**config.mk**
```make
export PLATFORM = sky130hd
export DESIGN_NAME = alu_seq
export DESIGN_NICKNAME = d
export VERILOG_FILES = /design/src/rtl/alu_seq_pkg.sv /design/src/rtl/alu_seq_comb.sv /design/src/rtl/alu_seq.sv
export SDC_FILE = /design/constraint.sdc
export NUM_CORES = 1
export LEC_CHECK = 0
export ABC_AREA = 1
export CAP_MARGIN = 15
export CORE_MARGIN = 4
export CORE_UTILIZATION = 45
export DETAILED_ROUTE_END_ITERATION = 10
export HOLD_SLACK_MARGIN = 0.1
export PLACE_DENSITY = 0.65
export SLEW_MARGIN = 20
export SYNTH_ARGS = -nofsm -noshare
export SYNTH_HDL_FRONTEND = slang
export SYNTH_HIERARCHICAL = 1
export SYNTH_SLANG_ARGS = --single-unit
```
**constraint.sdc**
```tcl
create_clock -name clk -period 6.5 [get_ports clk]
set_input_delay 0.975 -clock clk [delete_from_list [all_inputs] [get_ports clk]]
set_output_delay 0.975 -clock clk [all_outputs]
set_load 0.01 [all_outputs]
```
**src/rtl/alu_seq_pkg.sv**
```systemverilog
// Shared types for the sequential ALU: op codes, FSM states and op legality.
// Imported by alu_seq and alu_seq_comb.
package alu_seq_pkg;

    typedef enum logic [3:0] {
        OP_ADD  = 4'd0,
        OP_SUB  = 4'd1,
        OP_AND  = 4'd2,
        OP_OR   = 4'd3,
        OP_XOR  = 4'd4,
        OP_NOT  = 4'd5,
        OP_INC  = 4'd6,
        OP_ASR1 = 4'd7,
        OP_ASRN = 4'd8,
        OP_MUL  = 4'd9
    } op_e;

    typedef enum logic [1:0] {
        IDLE = 2'd0,
        BUSY = 2'd1,
        DONE = 2'd2
    } state_e;

    function automatic logic is_legal(op_e op);
        return (op <= OP_MUL);
    endfunction

endpackage

```
**src/rtl/alu_seq_comb.sv**
```systemverilog
// Combinational WIDTH-bit datapath for the single-cycle ops (0..7).
// Zero latency; no handshake, carry is meaningful only for ADD/SUB/INC.
module alu_seq_comb
    import alu_seq_pkg::*;
#(
    parameter int WIDTH = 8
) (
    input  logic [WIDTH-1:0] a,
    input  logic [WIDTH-1:0] b,
    input  op_e              op,
    output logic [WIDTH-1:0] result,
    output logic             carry
);

    logic [WIDTH:0] sum;

    always_comb begin
        result = '0;
        carry  = 1'b0;
        sum    = '0;
        case (op)
            OP_ADD: begin
                sum    = {1'b0, a} + {1'b0, b};
                result = sum[WIDTH-1:0];
                carry  = sum[WIDTH];
            end
            OP_SUB: begin
                // carry out set means no borrow
                sum    = {1'b0, a} + {1'b0, ~b} + (WIDTH+1)'(1);
                result = sum[WIDTH-1:0];
                carry  = sum[WIDTH];
            end
            OP_AND:  result = a & b;
            OP_OR:   result = a | b;
            OP_XOR:  result = a ^ b;
            OP_NOT:  result = ~b;
            OP_INC: begin
                sum    = {1'b0, b} + (WIDTH+1)'(1);
                result = sum[WIDTH-1:0];
                carry  = sum[WIDTH];
            end
            OP_ASR1: result = {b[WIDTH-1], b[WIDTH-1:1]};
            default: ;
        endcase
    end

endmodule

```
**src/rtl/alu_seq.sv**
```systemverilog
// Handshaked sequential ALU: single-cycle ops, iterative ASRN and shift-add MUL.
// Latency 1 (single-cycle / ASRN 0), k+1 (ASRN k), WIDTH+1 (MUL); outputs held while out_ready=0.
module alu_seq
    import alu_seq_pkg::*;
#(
    parameter int WIDTH = 8
) (
    input  logic             clk,
    input  logic             rst_n,
    input  logic             in_valid,
    output logic             in_ready,
    input  logic [WIDTH-1:0] a,
    input  logic [WIDTH-1:0] b,
    input  logic [3:0]       op,
    output logic             out_valid,
    input  logic             out_ready,
    output logic [WIDTH-1:0] e,
    output logic             z,
    output logic             v,
    output logic             n,
    output logic             err
);

    localparam int SHW = $clog2(WIDTH);
    localparam int CW  = $clog2(WIDTH + 1);

    state_e           state, nxt_state;
    logic [CW-1:0]    count;
    logic             busy_mul;
    logic [WIDTH-1:0] acc, mpl, mcand;

    op_e              op_in;
    logic             accept;
    logic [SHW-1:0]   shamt;
    logic [WIDTH-1:0] comb_res;
    logic             comb_carry;

    logic [WIDTH:0]   mul_sum;
    logic [WIDTH-1:0] acc_nxt, mpl_mul_nxt, asr_nxt;

    logic             load;
    logic [WIDTH-1:0] fin_res;
    logic             fin_v, fin_err;

    assign op_in     = op_e'(op);
    assign shamt     = a[SHW-1:0];
    assign in_ready  = (state == IDLE) | ((state == DONE) & out_ready);
    assign accept    = in_valid & in_ready;
    assign out_valid = (state == DONE);

    alu_seq_comb #(.WIDTH(WIDTH)) u_comb (
        .a      (a),
        .b      (b),
        .op     (op_in),
        .result (comb_res),
        .carry  (comb_carry)
    );

    // mpl doubles as the ASRN shift register and the MUL multiplier / low product half
    assign mul_sum     = {1'b0, acc} + {1'b0, (mpl[0] ? mcand : {WIDTH{1'b0}})};
    assign acc_nxt     = mul_sum[WIDTH:1];
    assign mpl_mul_nxt = {mul_sum[0], mpl[WIDTH-1:1]};
    assign asr_nxt     = {mpl[WIDTH-1], mpl[WIDTH-1:1]};

    always_comb begin
        nxt_state = state;
        load      = 1'b0;
        fin_res   = '0;
        fin_v     = 1'b0;
        fin_err   = 1'b0;
        case (state)
            IDLE, DONE: begin
                if (accept) begin
                    if (op_in == OP_MUL) begin
                        nxt_state = BUSY;
                    end else if ((op_in == OP_ASRN) && (shamt != '0)) begin
                        nxt_state = BUSY;
                    end else begin
                        nxt_state = DONE;
                        load      = 1'b1;
                        if (!is_legal(op_in)) begin
                            fin_err = 1'b1;
                        end else if (op_in == OP_ASRN) begin
                            fin_res = b;
                        end else begin
                            fin_res = comb_res;
                            fin_v   = comb_carry;
                        end
                    end
                end else if (state == DONE && out_ready) begin
                    nxt_state = IDLE;
                end
            end
            BUSY: begin
                if (count == CW'(1)) begin
                    nxt_state = DONE;
                    load      = 1'b1;
                    if (busy_mul) begin
                        fin_res = mpl_mul_nxt;
                        fin_v   = |acc_nxt;
                    end else begin
                        fin_res = asr_nxt;
                    end
                end
            end
            default: nxt_state = IDLE;
        endcase
    end

    always_ff @(posedge clk or negedge rst_n) begin
        if (!rst_n) begin
            state    <= IDLE;
            count    <= '0;
            busy_mul <= 1'b0;
            acc      <= '0;
            mpl      <= '0;
            mcand    <= '0;
            e        <= '0;
            z        <= 1'b0;
            v        <= 1'b0;
            n        <= 1'b0;
            err      <= 1'b0;
        end else begin
            state <= nxt_state;
            if (accept) begin
                busy_mul <= (op_in == OP_MUL);
                acc      <= '0;
                mcand    <= a;
                mpl      <= b;
                count    <= (op_in == OP_MUL) ? CW'(WIDTH) : CW'(shamt);
            end else if (state == BUSY) begin
                count <= count - CW'(1);
                if (busy_mul) begin
                    acc <= acc_nxt;
                    mpl <= mpl_mul_nxt;
                end else begin
                    mpl <= asr_nxt;
                end
            end
            if (load) begin
                e   <= fin_res;
                z   <= (fin_res == '0);
                v   <= fin_v;
                n   <= fin_res[WIDTH-1];
                err <= fin_err;
            end
        end
    end

endmodule

```
==> impl_metrics.json, run 1 <==
{
  "warning_count": 44,
  "ys_sh_mux_pct": 0,
  "synth.top_cell.area_share_pct": 25.5,
  "slowest_delay_ns": 0.63,
  "cts-htree-levels": 2,
  "path_class": "in -> reg",
  "cts-resized-gates": 0,
  "nonClockBufferCount": 37,
  "arrival_ns": 3.83,
  "synthCells": 645,
  "postPlaceCellArea_sq_um": 4560,
  "yosys.area.top_type": "dfrtp_1",
  "ys_sh_xor_pct": 0.426,
  "postCtsSetupBuffers": 0,
  "nonClockInverterCount": 117,
  "dp_slack_ns": 2.66,
  "tightest_slew_ns": 0.954,
  "switching_power_mw": 0.356,
  "worst_slack_ns": 2.92,
  "r2r_cells": 16,
  "powerDensity_nw_per_um2": 190,
  "grt-ovfl-total": 0,
  "tap_cells": 108,
  "multi_input_comb_cells": 476,
  "globalplace.congestion": 0.973,
  "holdBufCountCts": 0,
  "port_buffers": 37,
  "ys_sh_simple_pct": 38.1,
  "end_kind": "flip-flop",
  "edf_count": 0,
  "ys_chip_area_sq_um": 4120,
  "aoi_share_pct": 11.4,
  "cpMaxStageDelayCell": "clkdlybuf4s50_1",
  "min_period_ns": 3.58,
  "critPathLaunchType": "primary input",
  "critPathTopFamily": "simple AND/OR/NAND/NOR gates",
  "largest_class": "multi-input combinational cells",
  "adder_share_pct": 12.4,
  "grt_max_degree": 43,
  "chipArea_sq_um": 10700,
  "drv_cap": 0,
  "crit_buf_inv": 3,
  "clk_share_pct": 1.86,
  "io_pins": 38,
  "hp-class": "reg -> reg",
  "status": "finished clean",
  "critPathMostFrequentCell": "nand2_1",
  "seq_share_pct": 22.6,
  "synthDistinctLibCells": 39,
  "first_pass_iters": 5,
  "syn2layout_area_growth_pct": 12.8,
  "setup_viol": 0,
  "row_count": 34,
  "top_power_group": "combinational logic",
  "postSynthSeqShare_pct": 25.5,
  "ant_nets": 0,
  "layout.nonclk_buf_share_pct": 7.87,
  "seq_cells": 42,
  "p_comb_share_pct": 41.3,
  "grt.total_usage_pct": 21.5,
  "top_cell": "nand2_1",
  "fmax_ghz": 0.279,
  "first_global_vias": 3897,
  "wl_per_cell_um": 14.7,
  "antenna_found_initial": 0,
  "cts_tree": "done",
  "rsz0062_at_grt": "false",
  "pg_seq_mw": 0.343,
  "fill_cells": 927,
  "drc": 0,
  "swShare_pct": 40.3,
  "comb_share_pct": 55.3,
  "grt_pass1_wl_um": 19300,
  "synth_area_sq_um": 4120,
  "vdd.ir_drop.worst_mv": 0.0861,
  "worstPathRequired_ns": 6.75,
  "nNetsFinal": 742,
  "layout_top_cell": "nand2_1",
  "vias_per_cell": 5.27,
  "cp.depth": 19,
  "crit_chain": "clkdlybuf4s50_1, ha_1, inv_1, fa_1, o21ai_0, nand3_1, nand2_1, nand2_1, nand3_1, nand3_1, inv_1, nand2_1, o21ai_2, nor2_1, nor2_2, nand2_1, nor2_1, nand3_1, nand2_1",
  "root_buffer": "clkbuf_8",
  "fin_area_sq_um": 4640,
  "mostFrequentLayoutCells": "nand2_1 (180), inv_1 (104), nor2_1 (71), nand3_1 (62), dfrtp_1 (42)",
  "clk_pin_slew_worst_paths_ns": 0.09,
  "dp_cells": 780,
  "power_frac_seq_pct": 38.9
}
## run 1: registers in the layout (all words and copies together), names as in the netlist
signal,cells
mpl,8
state,2
err,1
e,8
count,4
acc,8
v,1
mcand,8
z,1
busy_mul,1
## run 1: final timing paths
path	from	endpoint	slack, ns
worst max-delay path	b[0]	z	2.92
worst min-delay path	mcand[1]	mcand[1]	0.48
worst max register to register	mpl[0]	v	4.21
worst min register to register	mcand[1]	mcand[1]	0.48
max in group asynchronous	rst_n	mpl[7]	5.08
min in group asynchronous	rst_n	acc[4]	0.80
## run 1: per-layer routing
metal  vias to the layer above  routed length (um)  part of all wire, %  GRT usage [%]
met5                         -                   0                    0              0
met4                         0                 246                  2.1           5.60
li1                       2108                   -                    -              -
met3                        18                 484                  4.2           2.24
met1                      1920                5570                   48           30.2
met2                       108                5250                   45           35.3
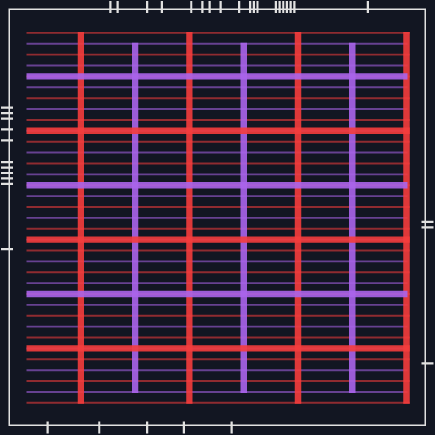
**Above:** run 1 (PDN straps and rails).
(4 px per um) Pins as bars on the die edge.
- purple: VDD
- red: VSS
- met4 straps: 7
- signal pins: 38
- met5 straps: 6
- met1 rails: 35
Die X: 104 um
Core Box Area: 8810 sq um

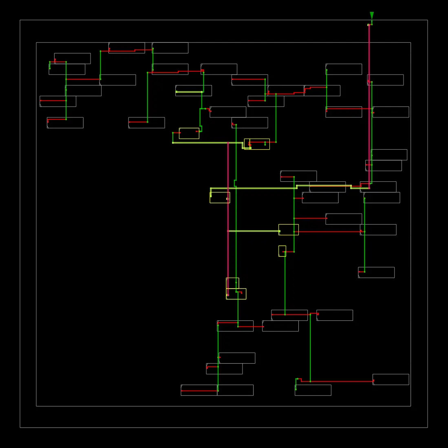
**Above:** run 1 (clock routing).
layout clock buffer count: 6
CTS Sinks: 42
clk_skew: 0.00973 ns
Clock group: 0.174 mW
CTS buffer count: 5

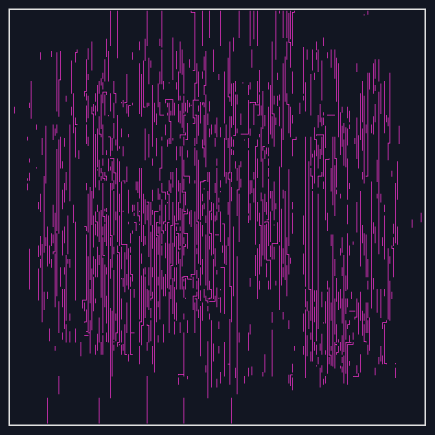
**Above:** run 1 (signal wires on met2).
(4 px per um)
- nets with wire on the layer: 558
- longest straight run: 42.5 um
- share of all routed wire: 45%
- main direction: vertical
Detailed Route WL: 11500 um
via count: 4154
met2 usage: 35.3%

**Run 1: where the registers sit**

(4 px per um) Other sequential cells in the stronger grey, the rest of the logic in the fainter grey.
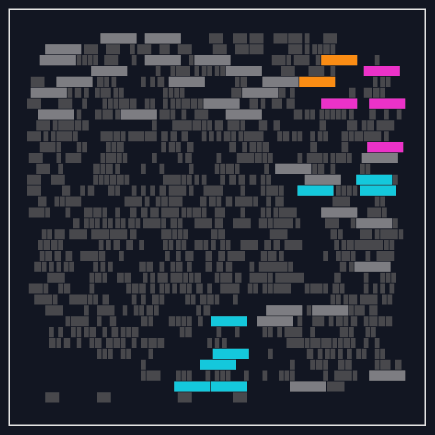

## Run 2: what changed since run 1
==> constraint.sdc (replaced) <==
create_clock -name clk -period 3.6 [get_ports clk]
set_input_delay 0.54 -clock clk [delete_from_list [all_inputs] [get_ports clk]]
set_output_delay 0.54 -clock clk [all_outputs]
set_load 0.01 [all_outputs]
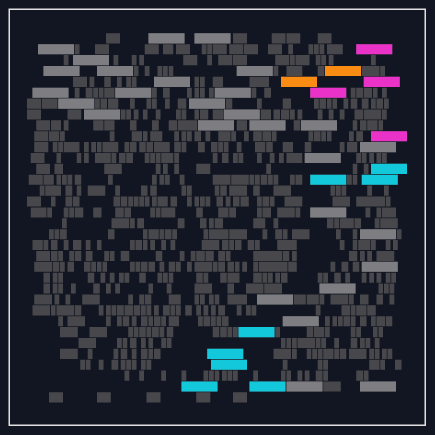
**Above:** run 2 (where the registers sit).
(4 px per um) Other sequential cells in the stronger grey, the rest of the logic in the fainter grey.
- cyan: `mcand` (sequential cells 8)
- orange: `state` (sequential cells 2)
- magenta: `count` (sequential cells 4; where north-east)
- not coloured: 28
flop share of the area: 22.3%
power in sequential cells: 0.621 mW
Finished Core Util: 53.4%
register area: 1050 sq um

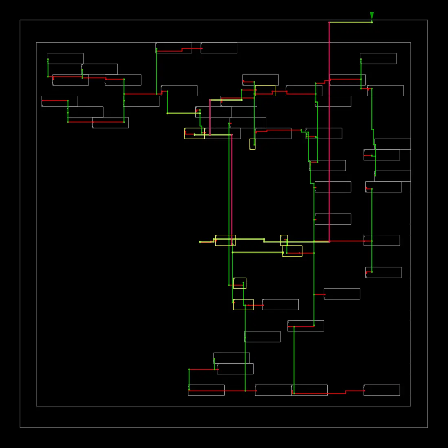
**Above:** run 2 (clock routing).
Flop Count: 42
clk_skew: 0.0113 ns

==> impl_metrics.json, run 2 <==
{
  "synth_area_sq_um": 4120,
  "ant_nets": 0,
  "status": "finished clean",
  "rsz0062_at_grt": "false",
  "wl_per_cell_um": 15.0,
  "critPathLaunchType": "primary input",
  "first_pass_iters": 7,
  "path_class": "in -> reg",
  "adder_share_pct": 12.4,
  "synthTopCellsByCount": "nand2_1 (180), inv_1 (104), nor2_1 (71)",
  "arrival_ns": 3.25,
  "wirelength_um": 12000,
  "ys_sh_xor_pct": 0.426,
  "syn2layout_area_growth_pct": 14.3,
  "setup_viol": 0,
  "root_buffer": "clkbuf_8",
  "postSynthSeqShare_pct": 25.5,
  "nNetsFinal": 750,
  "use_met2_pct": 36.1,
  "globalplace.congestion": 0.989,
  "layout_top_cell": "nand2_1",
  "antenna_found_initial": 0,
  "first_global_vias": 3935,
  "grt.total_usage_pct": 22.0,
  "r2r_cells": 16,
  "warning_count": 44,
  "dp_cells": 788,
  "numCtsBuffers": 5,
  "dr_wl_met3_um": 635,
  "holdBufCountCts": 0,
  "postPlaceCellArea_sq_um": 4620,
  "cts-resized-gates": 0,
  "grt_max_degree": 43,
  "drv_cap": 0,
  "cts_tree": "done",
  "synthCells": 645,
  "port_buffers": 37,
  "slew_headroom_pct": 35.4,
  "top_cell": "nand2_1",
  "grt_pass1_wl_um": 19500,
  "fmax_ghz": 0.333,
  "synthDistinctLibCells": 39,
  "io_pins": 38,
  "fin_area_sq_um": 4700,
  "met3_usage_pct": 2.18,
  "critPathMostFrequentCell": "nand2_1",
  "ys_sh_mux_pct": 0,
  "ys_chip_area_sq_um": 4120,
  "wl_met2_um": 5630,
  "edf_count": 0,
  "postCtsSetupBuffers": 0,
  "startpoint": "b[0]",
  "grt-ovfl-total": 0,
  "min_period_ns": 3.00,
  "drc": 0,
  "synth.top_cell.area_share_pct": 25.5,
  "end_kind": "flip-flop",
  "slowest_delay_ns": 0.61,
  "cts-htree-levels": 2,
  "ys_sh_simple_pct": 38.1,
  "vdd.ir_drop.worst_mv": 0.162,
  "cpMaxStageDelayCell": "clkdlybuf4s50_1",
  "r2r-end": "v",
  "vias_per_cell": 5.33,
  "vias": 4241,
  "dp_slack_ns": 0.349,
  "wl_met1_um": 5470,
  "busiest_layer": "met2",
  "crit_chain": "clkdlybuf4s50_1, ha_1, inv_1, fa_1, o21ai_0, nand2_1, inv_1, nand2_1, nand3_1, nand3_2, inv_1, nand2_1, nand3_1, nor2_1, nor2_1, nand2_1, nor2_1, nand3_1, nand2_1",
  "row_count": 34,
  "mostFrequentLayoutCells": "nand2_1 (180), inv_1 (104), nor2_1 (71), nand3_1 (62), dfrtp_1 (42)",
  "yosys.area.top_type": "dfrtp_1",
  "worstPathRequired_ns": 3.85,
  "gr-usage-met1_pct": 30.5,
  "crit_end": "z",
  "powerDensity_nw_per_um2": 343,
  "chipArea_sq_um": 10700,
  "worst_slack_ns": 0.599,
  "core_area_sq_um": 8810,
  "top_layer_used": "met4",
  "die_h_um": 104,
  "reg2reg_slack_ns": 1.31,
  "numClockSinks": 42,
  "hp-class": "in -> async",
  "initial_core_util_pct": 46.7
}
-- run 2: cell counts after synthesis --
No cell type changed its count.
-- run 2: critical path: cells and delay by family --
family | cells | cell delay, ns
simple gates | 12 | 0.94
buf+inv | 4 | 0.81
fa+ha+maj | 2 | 0.65
compound gates | 1 | 0.29
-- run 2: where the power goes --
group / total [mW] / switching [mW] / internal (mW)
Combinational: 0.674 / 0.413 / 0.260
Clock: 0.320 / 0.183 / 0.137
Sequential: 0.621 / 0.0595 / 0.562
Total: 1.62 / 0.656 / 0.960
-- run 2: layout make-up --
class	instances	area (sq um)
Fill cell	912	4100
Multi-Input combinational cell	476	2570
Sequential cell	42	1050
Inverter	117	439
Timing Repair Buffer	45	425
Tap cell	108	135
Clock buffer	6	72.6
Clock inverter	2	13.8
**Run 2: signal wires on met2**

(4 px per um)
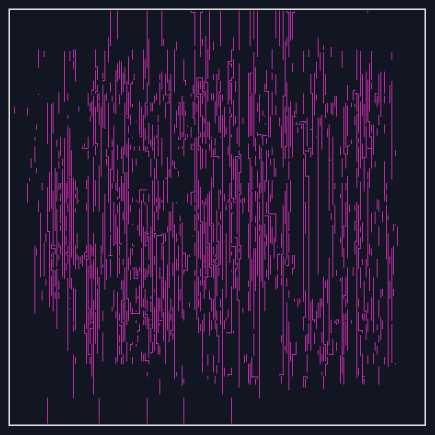

## Run 3: what changed since run 2
--- a/config.mk
+++ b/config.mk
@@ -11,7 +11,7 @@
 export CORE_UTILIZATION = 45
 export DETAILED_ROUTE_END_ITERATION = 10
 export HOLD_SLACK_MARGIN = 0.1
-export PLACE_DENSITY = 0.65
+export PLACE_DENSITY = 0.67
 export SLEW_MARGIN = 20
 export SYNTH_ARGS = -nofsm -noshare
 export SYNTH_HDL_FRONTEND = slang
==> constraint.sdc (replaced) <==
create_clock -name clk -period 2.6 [get_ports clk]
set_input_delay 0.39 -clock clk [delete_from_list [all_inputs] [get_ports clk]]
set_output_delay 0.39 -clock clk [all_outputs]
set_load 0.01 [all_outputs]
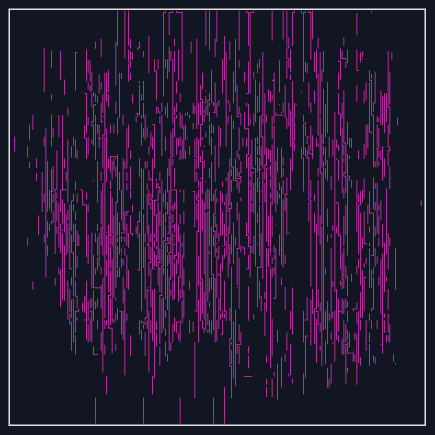
**Above:** run 3 (signal wires on met2).
(4 px per um)
- main direction: vertical
- longest straight run: 45.2 um
Detailed Route WL: 12200 um
met2 usage: 39.8%

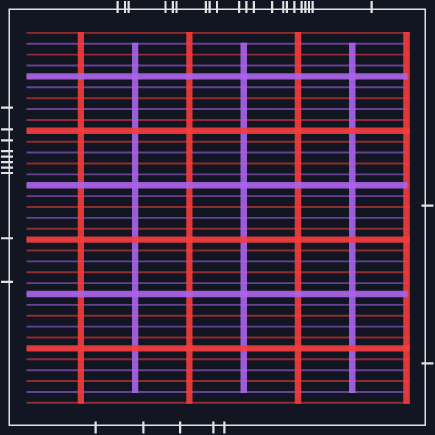
**Above:** run 3 (PDN straps and rails).
(4 px per um) Pins as bars on the die edge.
- red: VSS
- purple: VDD
- met5 straps: 6
- met1 rails: 35
- rows: 34
Max rail drop VDD: 0.228 mV
Die H: 104 um

==> impl_metrics.json, run 3 <==
{
  "status": "finished clean",
  "mostFrequentLayoutCells": "nand2_1 (178), inv_1 (100), nor2_1 (68), buf_4 (68), nand3_1 (59)",
  "drc": 0,
  "wl_met1_um": 5510,
  "critPathLaunchType": "primary input",
  "r2r-start": "mpl[0]",
  "first_pass_iters": 6,
  "mi_logic_area_sq_um": 2670,
  "dr_wl_met3_um": 563,
  "fp.dieW_um": 104,
  "tap_cells": 108,
  "fmax_ghz": 0.414,
  "clock_buffers": 6,
  "dp_cells": 849,
  "numCtsBuffers": 5,
  "wl_met2_um": 5780,
  "setup_viol": 0,
  "top_layer_used": "met4",
  "synthDistinctLibCells": 39,
  "yosys.area.top_type": "dfrtp_1",
  "gr-usage-met1_pct": 29.0,
  "row_count": 34,
  "power_frac_seq_pct": 37.0,
  "aoi_share_pct": 11.4,
  "crit_buf_inv": 4,
  "slowest_delay_ns": 0.49,
  "synthTopCellsByCount": "nand2_1 (180), inv_1 (104), nor2_1 (71)",
  "cpMaxStageDelayCell": "clkdlybuf4s50_1",
  "clk_pin_slew_worst_paths_ns": 0.09,
  "min_period_ns": 2.41,
  "chipArea_sq_um": 10700,
  "postPlaceCellArea_sq_um": 5090,
  "finish.utilization_pct": 60.0,
  "p_int_mw": 1.41,
  "critPathMostFrequentCell": "nand3_1",
  "worst_slack_ns": 0.187,
  "switching_power_mw": 0.916,
  "seq_cells": 42,
  "layout.nonclk_buf_share_pct": 17.1,
  "adder_share_pct": 12.4,
  "ys_sh_mux_pct": 0,
  "globalplace.congestion": 0.919,
  "p_comb_share_pct": 44.8,
  "port_buffers": 37,
  "cts-resized-gates": 1,
  "drv_cap": 0,
  "finClkSkew_ns": 0.0112,
  "numClockSinks": 42,
  "postSynthSeqShare_pct": 25.5,
  "synth_area_sq_um": 4120
}
==> run 3: cell counts after synthesis <==
Identical to the previous run, type by type.
==> run 3: power by group through the flow <==
stage                     Sequential, mW  Combinational [mW]  Clock (mW)
after global placement             0.868               0.992           0
after global routing               0.878                1.17       0.463
after detailed placement           0.874                1.01           0
after CTS                          0.861                1.02       0.441
after floorplan                    0.864               0.587           0
final                              0.862                1.04       0.424
==> run 3: worst register-to-register path, cell delays in order, from the launching register on <==
cell and delay [ns]:
dfrtp_1 0.55, nand2_1 0.10, inv_1 0.07, ha_1 0.16
inv_1 0.06, fa_1 0.41, inv_1 0.07, nand2_1 0.04
nand2_1 0.09, and2_1 0.15, nand2_1 0.06, nand2_1 0.08
nand3_1 0.07, nor2_1 0.11, nand2_1 0.10, nand2_1 0.08
nand3_1 0.06
Power and IR drop assume default switching activity.
